<file path="src/rtl/wb_stage_pkg.sv">
// Shared defines for the writeback stage: data width, ROB id width and
// instruction type encodings.
package wb_stage_pkg;

  localparam int WORD_SIZE = 32;
  localparam int ROB_ID_W  = 7;

  localparam logic [1:0] INSTR_TYPE_ALU    = 2'd0;
  localparam logic [1:0] INSTR_TYPE_LOAD   = 2'd1;
  localparam logic [1:0] INSTR_TYPE_STORE  = 2'd2;
  localparam logic [1:0] INSTR_TYPE_BRANCH = 2'd3;

endpackage

</file>
<file path="src/rtl/wb_mul_fifo.sv">
// Circular queue that buffers multiplier completions until the single ROB
// write port is free.
module wb_mul_fifo
  import wb_stage_pkg::*;
#(
  parameter int WIDTH = 71,
  parameter int DEPTH = 4
) (
  input  logic                       clk,
  input  logic                       reset,
  input  logic                       clear,
  input  logic                       push,
  input  logic                       pop,
  input  logic [WIDTH-1:0]           wdata,
  output logic [WIDTH-1:0]           rdata,
  output logic                       full,
  output logic                       empty,
  output logic [$clog2(DEPTH):0]     count
);

  localparam int AW = $clog2(DEPTH);
  localparam int CW = AW + 1;

  logic [WIDTH-1:0] r_mem [DEPTH];
  logic [AW-1:0]    r_wr_ptr;
  logic [AW-1:0]    r_rd_ptr;
  logic [CW-1:0]    r_count;
  logic             w_do_push;
  logic             w_do_pop;

  assign full      = (r_count == CW'(DEPTH));
  assign empty     = (r_count == {CW{1'b0}});
  assign count     = r_count;
  assign rdata     = r_mem[r_rd_ptr];
  assign w_do_push = push && !full;
  assign w_do_pop  = pop && !empty;

  // Pointer and occupancy update; DEPTH is a power of two so pointers wrap naturally.
  always_ff @(posedge clk) begin
    if (reset || clear) begin
      r_wr_ptr <= {AW{1'b0}};
      r_rd_ptr <= {AW{1'b0}};
      r_count  <= {CW{1'b0}};
    end else begin
      if (w_do_push) r_wr_ptr <= r_wr_ptr + {{(AW-1){1'b0}}, 1'b1};
      if (w_do_pop)  r_rd_ptr <= r_rd_ptr + {{(AW-1){1'b0}}, 1'b1};
      case ({w_do_push, w_do_pop})
        2'b10:   r_count <= r_count + {{(CW-1){1'b0}}, 1'b1};
        2'b01:   r_count <= r_count - {{(CW-1){1'b0}}, 1'b1};
        default: r_count <= r_count;
      endcase
    end
  end

  // Storage array, written only on an accepted push.
  always_ff @(posedge clk) begin
    if (w_do_push && !clear && !reset) r_mem[r_wr_ptr] <= wdata;
  end

endmodule

</file>
<file path="src/rtl/wb_stage.sv">
// Writeback stage: arbitrates the M/WB register and queued multiplier results
// onto one registered ROB write port, M path first.
module wb_stage
  import wb_stage_pkg::*;
#(
  parameter int WORD_SIZE      = wb_stage_pkg::WORD_SIZE,
  parameter int MUL_FIFO_DEPTH = 4
) (
  input  logic                  clk,
  input  logic                  reset,
  input  logic                  flush,
  input  logic                  m_valid,
  input  logic [1:0]            m_instruction_type,
  input  logic [WORD_SIZE-1:0]  m_pc,
  input  logic                  m_exception,
  input  logic [WORD_SIZE-1:0]  m_virtual_addr_exception,
  input  logic [WORD_SIZE-1:0]  m_aluResult,
  input  logic [ROB_ID_W-1:0]   m_rob_id,
  input  logic                  mul_valid,
  input  logic [WORD_SIZE-1:0]  mul_result,
  input  logic [WORD_SIZE-1:0]  mul_pc,
  input  logic [ROB_ID_W-1:0]   mul_rob_id,
  output logic                  mul_ready,
  output logic                  rob_wr_en,
  output logic [ROB_ID_W-1:0]   rob_wr_id,
  output logic [WORD_SIZE-1:0]  rob_wr_value,
  output logic [WORD_SIZE-1:0]  rob_wr_pc,
  output logic                  rob_wr_exception,
  output logic [WORD_SIZE-1:0]  rob_wr_vaddr,
  output logic [1:0]            rob_wr_type
);

  localparam int EW = 2 * WORD_SIZE + ROB_ID_W;
  localparam int CW = $clog2(MUL_FIFO_DEPTH) + 1;

  logic                 w_push;
  logic                 w_pop;
  logic                 w_full;
  logic                 w_empty;
  logic [CW-1:0]        w_count;
  logic [EW-1:0]        w_head;
  logic [WORD_SIZE-1:0] w_head_value;
  logic [WORD_SIZE-1:0] w_head_pc;
  logic [ROB_ID_W-1:0]  w_head_id;

  // Readiness depends only on occupancy, so a same-cycle pop never frees a slot.
  assign mul_ready = !w_full;
  assign w_push    = mul_valid && mul_ready && !flush;
  assign w_pop     = !flush && !m_valid && !w_empty;
  assign {w_head_value, w_head_pc, w_head_id} = w_head;

  wb_mul_fifo #(
    .WIDTH (EW),
    .DEPTH (MUL_FIFO_DEPTH)
  ) u_fifo (
    .clk   (clk),
    .reset (reset),
    .clear (flush),
    .push  (w_push),
    .pop   (w_pop),
    .wdata ({mul_result, mul_pc, mul_rob_id}),
    .rdata (w_head),
    .full  (w_full),
    .empty (w_empty),
    .count (w_count)
  );

  // ROB write port register; data fields hold whenever no write is issued.
  always_ff @(posedge clk) begin
    if (reset) begin
      rob_wr_en        <= 1'b0;
      rob_wr_id        <= {ROB_ID_W{1'b0}};
      rob_wr_value     <= {WORD_SIZE{1'b0}};
      rob_wr_pc        <= {WORD_SIZE{1'b0}};
      rob_wr_exception <= 1'b0;
      rob_wr_vaddr     <= {WORD_SIZE{1'b0}};
      rob_wr_type      <= 2'b00;
    end else if (flush) begin
      rob_wr_en <= 1'b0;
    end else if (m_valid) begin
      rob_wr_en        <= 1'b1;
      rob_wr_id        <= m_rob_id;
      rob_wr_value     <= m_aluResult;
      rob_wr_pc        <= m_pc;
      rob_wr_exception <= m_exception;
      rob_wr_vaddr     <= m_virtual_addr_exception;
      rob_wr_type      <= m_instruction_type;
    end else if (w_pop) begin
      rob_wr_en        <= 1'b1;
      rob_wr_id        <= w_head_id;
      rob_wr_value     <= w_head_value;
      rob_wr_pc        <= w_head_pc;
      rob_wr_exception <= 1'b0;
      rob_wr_vaddr     <= {WORD_SIZE{1'b0}};
      rob_wr_type      <= INSTR_TYPE_ALU;
    end else begin
      rob_wr_en <= 1'b0;
    end
  end

endmodule
</file>
<file path="config.mk">
export PLATFORM = sky130hd
export DESIGN_NAME = wb_stage
export DESIGN_NICKNAME = d
export VERILOG_FILES = /design/src/rtl/wb_stage_pkg.sv /design/src/rtl/wb_mul_fifo.sv /design/src/rtl/wb_stage.sv
export SDC_FILE = /design/constraint.sdc
export NUM_CORES = 1
export LEC_CHECK = 0
export CORE_ASPECT_RATIO = 0.5
export CORE_MARGIN = 2
export CORE_UTILIZATION = 42
export CTS_BUF_LIST = sky130_fd_sc_hd__clkbuf_4
export CTS_CLUSTER_SIZE = 40
export DETAILED_ROUTE_END_ITERATION = 16
export GPL_ROUTABILITY_DRIVEN = 0
export PLACE_DENSITY = 0.67
export SYNTH_ARGS = -nofsm -noshare
export SYNTH_HDL_FRONTEND = slang
export SYNTH_SLANG_ARGS = --single-unit
</file>
<file path="constraint.sdc">
create_clock -name clk -period 4.1 [get_ports clk]
set_input_delay 1.23 -clock clk [delete_from_list [all_inputs] [get_ports clk]]
set_output_delay 1.23 -clock clk [all_outputs]
set_load 0.1 [all_outputs]
</file>
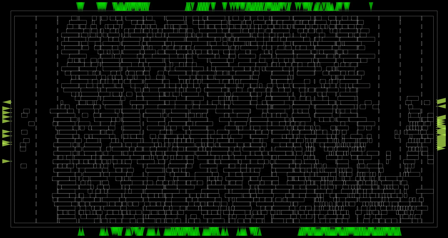
**Above:** run 1 (cell outlines without signal wires).
area of the placeable core: 0.0360 mm^2
Taps Inserted: 484
flip-flop and latch count: 400
core utilization of the finished layout: 0.557

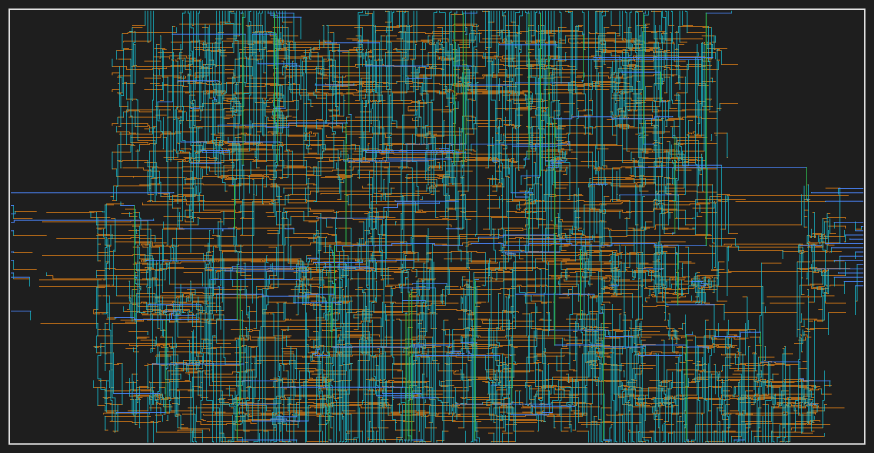
**Above:** run 1 (signal wires by layer).
M2: drawn in cyan, wire length 21.6 mm. M4: drawn in green, wire length 1290 um. M3: drawn in blue, wire length 2220 um. M1: drawn in orange, wire length 16400 um.
DR vias: 10.4k
final routed wirelength across all metal layers: 41600 um
GRT Overall Usage: 0.216

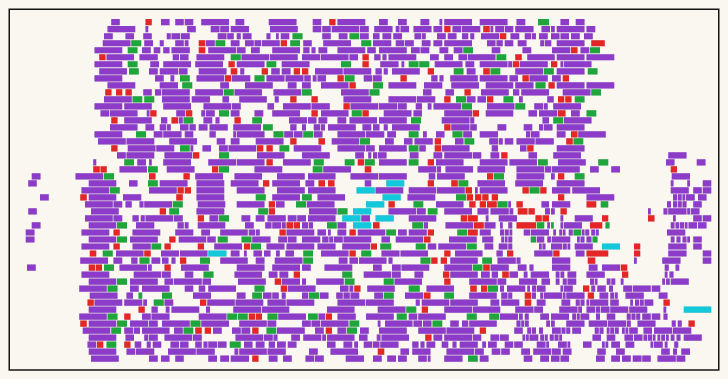
**Above:** run 1 (sizing map).
x3 and x4: drawn in red, cells 183. x1 and smaller: drawn in purple, cells 1062. x6 and larger: drawn in cyan, cells 11. x2: drawn in green, cells 154.
Area growth syn-to-layout: 30.3%
final instance area: 0.0201 mm^2
bufs w/o clock: 320
min setup slack post-route: 0.542 ns

## run 1: cell families after synthesis
kind of cell | Yosys count
and+or+nand+nor | 62
AOI/OAI and AO/OA | 295
adders and majority gates | 6
buffers and inverters | 94
muxes | 142
DFF | 400
xor gates and xnor gates | 2
## run 1: layer usage
layer  track usage  vias up
li1              -     4743
met5             0        -
met1         0.259     5213
met2         0.371      358
met4        0.0995        0
met3        0.0473       80
## run 1: registers in the layout (all words and copies together) (netlist names), named ones only
register          count
rob_wr_exception      1
rob_wr_type           2
rob_wr_vaddr         32
rob_wr_pc            32
rob_wr_id             7
u_fifo.r_mem        284
rob_wr_value         32
rob_wr_en             1
u_fifo.count          3
u_fifo.r_wr_ptr       2
u_fifo.r_rd_ptr       2
## run 1: report_power, final
group / switching [mW] / internal (mW) / leakage (nW)
combinational: 0.825 / 0.390 / 2.39
sequential: 0.0505 / 4.42 / 3.52
clock: 1.59 / 1.68 / 0.730
## run 1: final timing paths
check / endpoint / startpoint / slack [ns] / depth (start not counted)
worst min register to register: rob_wr_vaddr[0] / rob_wr_vaddr[0] / 0.47 / 2
worst min-delay path: rob_wr_vaddr[0] / rob_wr_vaddr[0] / 0.47 / 2
worst max register to register: u_fifo.count[2] / u_fifo.count[2] / 1.55 / 9
worst max-delay path: rob_wr_value[13] / rob_wr_value[13] / 0.54 / 1
## run 1: layout make-up
| type | instances | area, um^2 | area share |
|---|---|---|---|
| diodes | 3 | 7.51 | 0.000374 |
| clock buffers | 145 | 1090 | 0.0543 |
| clock inverters | 29 | 154 | 0.00767 |
| inverters | 9 | 33.8 | 0.00168 |
| multi-input cells | 507 | 4080 | 0.203 |
| flip-flops and latches | 400 | 10900 | 0.541 |
| well taps | 484 | 606 | 0.0302 |
| repair buffers | 320 | 3240 | 0.161 |
==> qor.log, run 1 <==
[synthesis] async set or reset register ratio after synthesis 0
[sta] WHS 0.471 ns
[sta] Pins Over Slew Limit 0
[place] pre-CTS setup slack 0.485 ns
[detailed_routing] First DRT Iteration DRCs 880
[clock_tree] Clock transition at path regs 0.07 ns
[clock_tree] root buffer cell sky130_fd_sc_hd__clkbuf_4
[flow_run] Maximum Capacitance Violations 0
[sta] RSZ-0062 raised after global routing false
[critical_path] library cell contributing the largest single delay on the critical path sky130_fd_sc_hd__clkdlybuf4s50_1
[synthesis] #FFs+latches synth 400
[power] maximum resistive drop on vdd 296 uV
[run_status] outcome finished, final reports clean
[die] overall die area 0.0383 mm^2
[synthesis] Synthesized Nets 1189
[sta] number of failing hold endpoints at the final stage 0
[sta] sum of negative setup slack 0 ns
[clock_tree] cell resize tally after clock tree synthesis 0
[synthesis] Top-area cell share 0.554
[layout] commonest cells after routing, fill and taps aside sky130_fd_sc_hd__clkdlybuf4s50_1, sky130_fd_sc_hd__edfxtp_1, sky130_fd_sc_hd__clkbuf_4
[place] detailed placement HPWL 24400 um
[detailed_routing] met3 wire length 2220 um
[layout] Layout fillers 2861
[die] Pre-Place Util 0.428
[sta] transition time of the tightest slew-check pin 1.21 ns
[sta] f_max 281 MHz
[synthesis] yosys synthesis warning count 0
[synthesis] cell type contributing the most total cell area after synthesis sky130_fd_sc_hd__edfxtp_1
[critical_path] critical path startpoint category register
[detailed_routing] uppermost layer routed met4
[die] I/O pin cnt 290
[power] Power Density 446 mW/mm^2
[die] DIE HEIGHT 139 um
[synthesis] simple share 0.0189
[grt] antenna violations before repair 3
[synthesis] aoi/oai-family share of the synthesized area 0.133
[grt] via count of the first global-routing pass 10.8k
[synthesis] Adders+Majority by Area 0.00536
[worst_hold_path] class of the worst hold path register to register
[clock_tree] latest clock arrival within the worst-skew pair 0.80 ns
[critical_path] worst endpoint data arrival time 2.33 ns
[detailed_routing] number of DRC violations after detailed routing 0
[critical_path] data required time at the worst endpoint 2.87 ns
[synthesis] synthesized chip area reported by yosys 0.0154 mm^2
[critical_path] cells traversed along the worst timing path clkdlybuf4s50_1
[sta] minimum clock period after layout 3.56 ns
[critical_path] Worst Path Max Fanout 2
[synthesis] number of unique standard cell types used by synthesis 32
[clock_tree] post-CTS setup buffer count 0
[clock_tree] clock tree from TritonCTS built
[detailed_routing] first-pass detailed-route iteration total 9
[synthesis] Synth Seq Share 0.705
[sta] setup skew after layout 0.0608 ns
[detailed_routing] Post-DRT Antenna Nets 0
[synthesis] summed instance area of the synthesized netlist 0.0154 mm^2
[power] Power Total 8.96 mW
[detailed_routing] detailed-route wire length per cell 21.9 um
[place] cell area after placement 0.0188 mm^2
[synthesis] post-synthesis cell count from yosys 1001
[synthesis] top cells by count sky130_fd_sc_hd__edfxtp_1, sky130_fd_sc_hd__mux2_2, sky130_fd_sc_hd__dfxtp_1
[die] floorplan die width 275 um
[place] DP Cell Count 1720
[clock_tree] number of buffers created by CTS 93
[sta] worst-case headroom to the max-slew limit 0.191
[synthesis] cell with the most instances after synthesis sky130_fd_sc_hd__edfxtp_1
[synthesis] average cell area after synthesis 15.4 um^2
[grt] remaining global-route overflow 0
[critical_path] Setup crit end kind output pin
[synthesis] number of enable flip-flop cells 284
[synthesis] cell count after synthesis 1001
[critical_path] Buffers & Inverters on Critical Path 1
[clock_tree] CTS Hold Bufs 0
[layout] fin cells 1897
[critical_path] Top delay family on crit path buffers and inverters
[clock_tree] CTS HTree Levels 3
[synthesis] Dominant Register Cell sky130_fd_sc_hd__edfxtp_1
[critical_path] critical path's largest stage delay 1.16 ns
[detailed_routing] met2 wire length 21600 um
[grt] largest net degree at the start of global routing 72
[layout] nets 1519
[layout] leading cell type in the layout, fill and taps excluded sky130_fd_sc_hd__clkdlybuf4s50_1
[synthesis] Main area contributors sky130_fd_sc_hd__edfxtp_1, sky130_fd_sc_hd__dfxtp_1, sky130_fd_sc_hd__mux2_2
[die] number of core rows 49
[clock_tree] CTS Buffer Depth 3
[power] leakage power of the design 6.64 nW
[detailed_routing] Via-to-Cell Ratio 5.48
[synthesis] Dominant comb cell AND-OR/OR-AND gates
[detailed_routing] Post-Route M1 WL 16400 um
[critical_path] category of the critical setup timing path register to output pin
[sta] share of the cycle needed by the critical path after routing 0.868
[place] Port Buf Inserts 289
[sta] final number of setup-violating endpoints 0
[flow_run] number of OpenROAD warnings 30
[synthesis] mux contribution to synthesized area 0.104
[grt] first-pass GRT wire length 62900 um
**Run 1: cell classes on the final placement**

Fill, decap, tap and diode cells in gray.
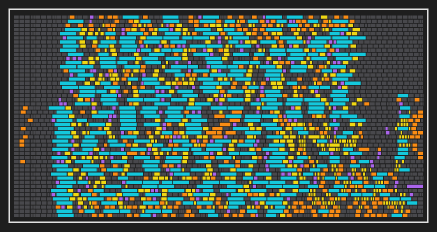

==> inputs of run 2 (changes only) <==
--- a/config.mk
+++ b/config.mk
@@ -5,6 +5,7 @@
 export SDC_FILE = /design/constraint.sdc
 export NUM_CORES = 1
 export LEC_CHECK = 0
+export CAP_MARGIN = 20
 export CORE_ASPECT_RATIO = 0.5
 export CORE_MARGIN = 2
 export CORE_UTILIZATION = 42
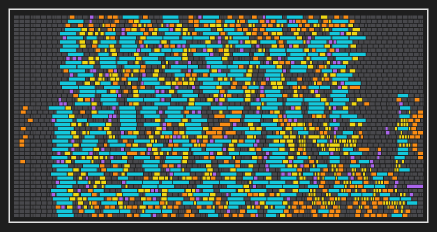
**Above:** run 2 (cell classes on the final placement).
Fill, decap, tap and diode cells in gray.
clock drivers and dummy loads: drawn in purple, cells 174, share of their area 6.4%. remaining buffers and delay cells: drawn in orange, cells 321, share of their area 17%. remaining logic cells: drawn in yellow, cells 516, share of their area 21%. registers: drawn in cyan, cells 400, share of their area 56%.
core utilization of the finished layout: 0.558
number of core rows: 49
final instance area: 0.0201 mm^2
register fraction of the total cell area: 0.540

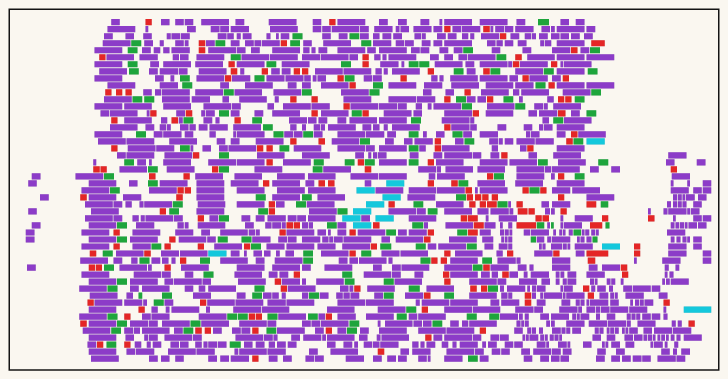
**Above:** run 2 (sizing map).
x1 and smaller: drawn in purple, cells 1062. x3 and x4: drawn in red, cells 183. x6 and larger: drawn in cyan, cells 12. x2: drawn in green, cells 154.
bufs w/o clock: 321
Area growth syn-to-layout: 30.4%

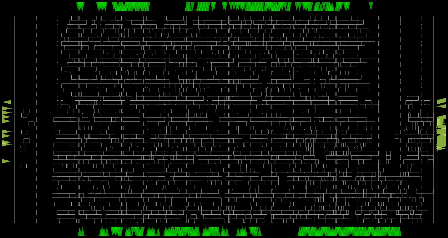
**Above:** run 2 (cell outlines without signal wires).
fin cells: 1898
Layout fillers: 2859

==> run 2 against run 1 <==
Effect of this change: die size is the same; global-route usage is the same; hold slack is essentially flat; sequential share of layout area shrank 0.054 points; clock skew grew 0.00085 ns; area after synthesis is the same; power is essentially flat; cell area grew 0.10%; sequential cell count is the same; clock-buffer cell count is the same; sequential power is essentially flat; largest cell class unchanged.
==> qor.log, run 2 <==
[run_status] outcome finished, final reports clean [unchanged]
[power] Power Density 446 mW/mm^2 [about the same]
[grt] GRT busiest layer met2 [unchanged]
[synthesis] number of unique standard cell types used by synthesis 32 [unchanged]
[clock_tree] number of buffers created by CTS 93 [unchanged]
[layout] nets 1520 [was 1519]
[sta] setup skew after layout 0.0616 ns [was 0.0608 ns]
[flow_run] number of OpenROAD warnings 30 [unchanged]
[critical_path] library cell contributing the largest single delay on the critical path sky130_fd_sc_hd__clkdlybuf4s50_1 [unchanged]
[power] leakage power of the design 6.65 nW [was 6.64 nW]
[critical_path] cells traversed along the worst timing path clkdlybuf4s50_1 [unchanged]
[grt] first-pass GRT wire length 62900 um [unchanged]
[worst_hold_path] hold_sp rob_wr_vaddr[0] [unchanged]
[worst_hold_path] class of the worst hold path register to register [unchanged]
[synthesis] summed instance area of the synthesized netlist 0.0154 mm^2 [unchanged]
[sta] RSZ-0062 raised after global routing false [unchanged]
[layout] register with the most flip-flops u_fifo.r_mem [unchanged]
[sta] worst-case headroom to the max-slew limit 0.298 [was 0.191]
[clock_tree] post-CTS setup buffer count 0 [unchanged]
[grt] met1 Track Usage GR 0.259 [unchanged]
[clock_tree] clock tree from TritonCTS built [unchanged]
[die] I/O pin cnt 290 [unchanged]
[critical_path] cell depth of the worst setup path 1 [unchanged]
[critical_path] data required time at the worst endpoint 2.87 ns [about the same]
[grt] via count of the first global-routing pass 10.8k [unchanged]
[grt] antenna violations before repair 3 [unchanged]
[detailed_routing] final routed wirelength across all metal layers 41500 um [was 41600 um]
[clock_tree] Clock transition at path regs 0.07 ns [about the same]
[sta] share of the cycle needed by the critical path after routing 0.868 [about the same]
[die] area of the placeable core 0.0360 mm^2 [unchanged]
[place] DP Cell Count 1720 [unchanged]
[synthesis] cell with the most instances after synthesis sky130_fd_sc_hd__edfxtp_1 [unchanged]
[synthesis] top cells by count sky130_fd_sc_hd__edfxtp_1, sky130_fd_sc_hd__mux2_2, sky130_fd_sc_hd__dfxtp_1 [unchanged]
[synthesis] Synthesized Nets 1189 [unchanged]
[synthesis] cell count after synthesis 1001 [unchanged]
[worst_hold_path] hold endpoint rob_wr_vaddr[0] [unchanged]
[synthesis] Top-area cell share 0.554 [unchanged]
[synthesis] cell type contributing the most total cell area after synthesis sky130_fd_sc_hd__edfxtp_1 [unchanged]
[grt] remaining global-route overflow 0 [unchanged]
[synthesis] async set or reset register ratio after synthesis 0 [unchanged]
[clock_tree] CTS HTree Levels 3 [unchanged]
[sta] final number of setup-violating endpoints 0 [unchanged]
[critical_path] critical path's largest stage delay 1.16 ns [about the same]
[place] pre-CTS setup slack 0.485 ns [unchanged]
[detailed_routing] First DRT Iteration DRCs 875 [was 880]
[critical_path] Worst Path Max Fanout 2 [unchanged]
[layout] flip-flop count of the largest register, all copies and words added 284 [unchanged]
[sta] minimum clock period after layout 3.56 ns [about the same]
[grt] GRT Overall Usage 0.216 [unchanged]
[critical_path] Top delay family on crit path buffers and inverters [unchanged]
[grt] global-route track usage on met2 0.371 [unchanged]
[synthesis] Synth Seq Share 0.705 [unchanged]
[synthesis] #FFs+latches synth 400 [unchanged]
[critical_path] worst endpoint data arrival time 2.33 ns [about the same]
[synthesis] Main area contributors sky130_fd_sc_hd__edfxtp_1, sky130_fd_sc_hd__dfxtp_1, sky130_fd_sc_hd__mux2_2 [unchanged]
[die] DIE HEIGHT 139 um [unchanged]
[sta] number of failing hold endpoints at the final stage 0 [unchanged]
[place] Port Buf Inserts 289 [unchanged]
[sta] Pins Over Slew Limit 0 [unchanged]
[synthesis] average cell area after synthesis 15.4 um^2 [unchanged]
[clock_tree] CTS Buffer Depth 3 [unchanged]
[grt] largest net degree at the start of global routing 72 [unchanged]
[place] cell area after placement 0.0188 mm^2 [unchanged]
[detailed_routing] DR vias 10.4k [about the same]
[critical_path] Setup crit end kind output pin [unchanged]
[sta] sum of negative setup slack 0 ns [unchanged]
[critical_path] Critical path origin rob_wr_value[13] [unchanged]
[detailed_routing] first-pass detailed-route iteration total 8 [was 9]
[clock_tree] latest clock arrival within the worst-skew pair 0.80 ns [about the same]
[worst_hold_path] Cells on Worst Hold Path 2 [unchanged]
[critical_path] category of the critical setup timing path register to output pin [unchanged]
[critical_path] Buffers & Inverters on Critical Path 1 [unchanged]
[critical_path] end of the worst register-to-register path u_fifo.count[2] [unchanged]
[layout] commonest cells after routing, fill and taps aside sky130_fd_sc_hd__clkdlybuf4s50_1, sky130_fd_sc_hd__edfxtp_1, sky130_fd_sc_hd__clkbuf_4 [unchanged]
[critical_path] critical path startpoint category register [unchanged]
[detailed_routing] number of DRC violations after detailed routing 0 [unchanged]
[detailed_routing] Post-DRT Antenna Nets 0 [unchanged]
## run 2: cell counts after synthesis
No cell type changed its count.
## run 2: per-stage QoR
step,hold WS [ns],power [mW],utilization
2_1_floorplan,0.484,5.33,-
3_3_place_gp,0.458,5.76,0.523
4_1_cts,0.473,9.05,0.557
5_1_grt,0.497,9.32,0.558
3_5_place_dp,0.464,5.77,0.523
6_report,0.471,8.96,0.558
## run 2: cell families (layout without fill, tap and decap cells)
family          after synthesis  count (layout)  synth area share
buf+inv                      94             504            0.0330
mux                         142             142             0.104
compound gates              295             295             0.133
xor+xnor                      2               2           0.00114
fa+ha+maj                     6               6           0.00536
other cells                   0               3                 0
simple gates                 62              62            0.0189
flops                       400             400             0.705
## run 2: power by group
part	switching, mW	internal [mW]	leakage, nW	total, mW
clock network	1.59	1.68	0.730	3.27
logic	0.825	0.390	2.40	1.21
registers	0.0505	4.42	3.52	4.47
## run 2: final cells by class
type                    instances  area, um^2
flip-flops and latches        400       10900
repair buffers                321        3260
multi-input cells             507        4080
fillers                      2859       15900
well taps                     484         606
clock inverters                29         154
clock buffers                 145        1090
diodes                          3        7.51
inverters                       9        33.8
## run 2: per-layer routing
layer | vias up | part of all wire | routed length, um
li1 | 4741 | - | -
met1 | 5182 | 0.40 | 16500
met2 | 353 | 0.52 | 21600
met3 | 82 | 0.052 | 2150
met4 | 0 | 0.032 | 1330
met5 | - | 0 | 0
## run 2: tightest hold or removal path: stages, from the launching register on
cell and delay, ns:
sky130_fd_sc_hd__dfxtp_1 0.30, sky130_fd_sc_hd__o21ai_0 0.06, sky130_fd_sc_hd__a21oi_1 0.06
Power is estimated from default activity; no workload was simulated.
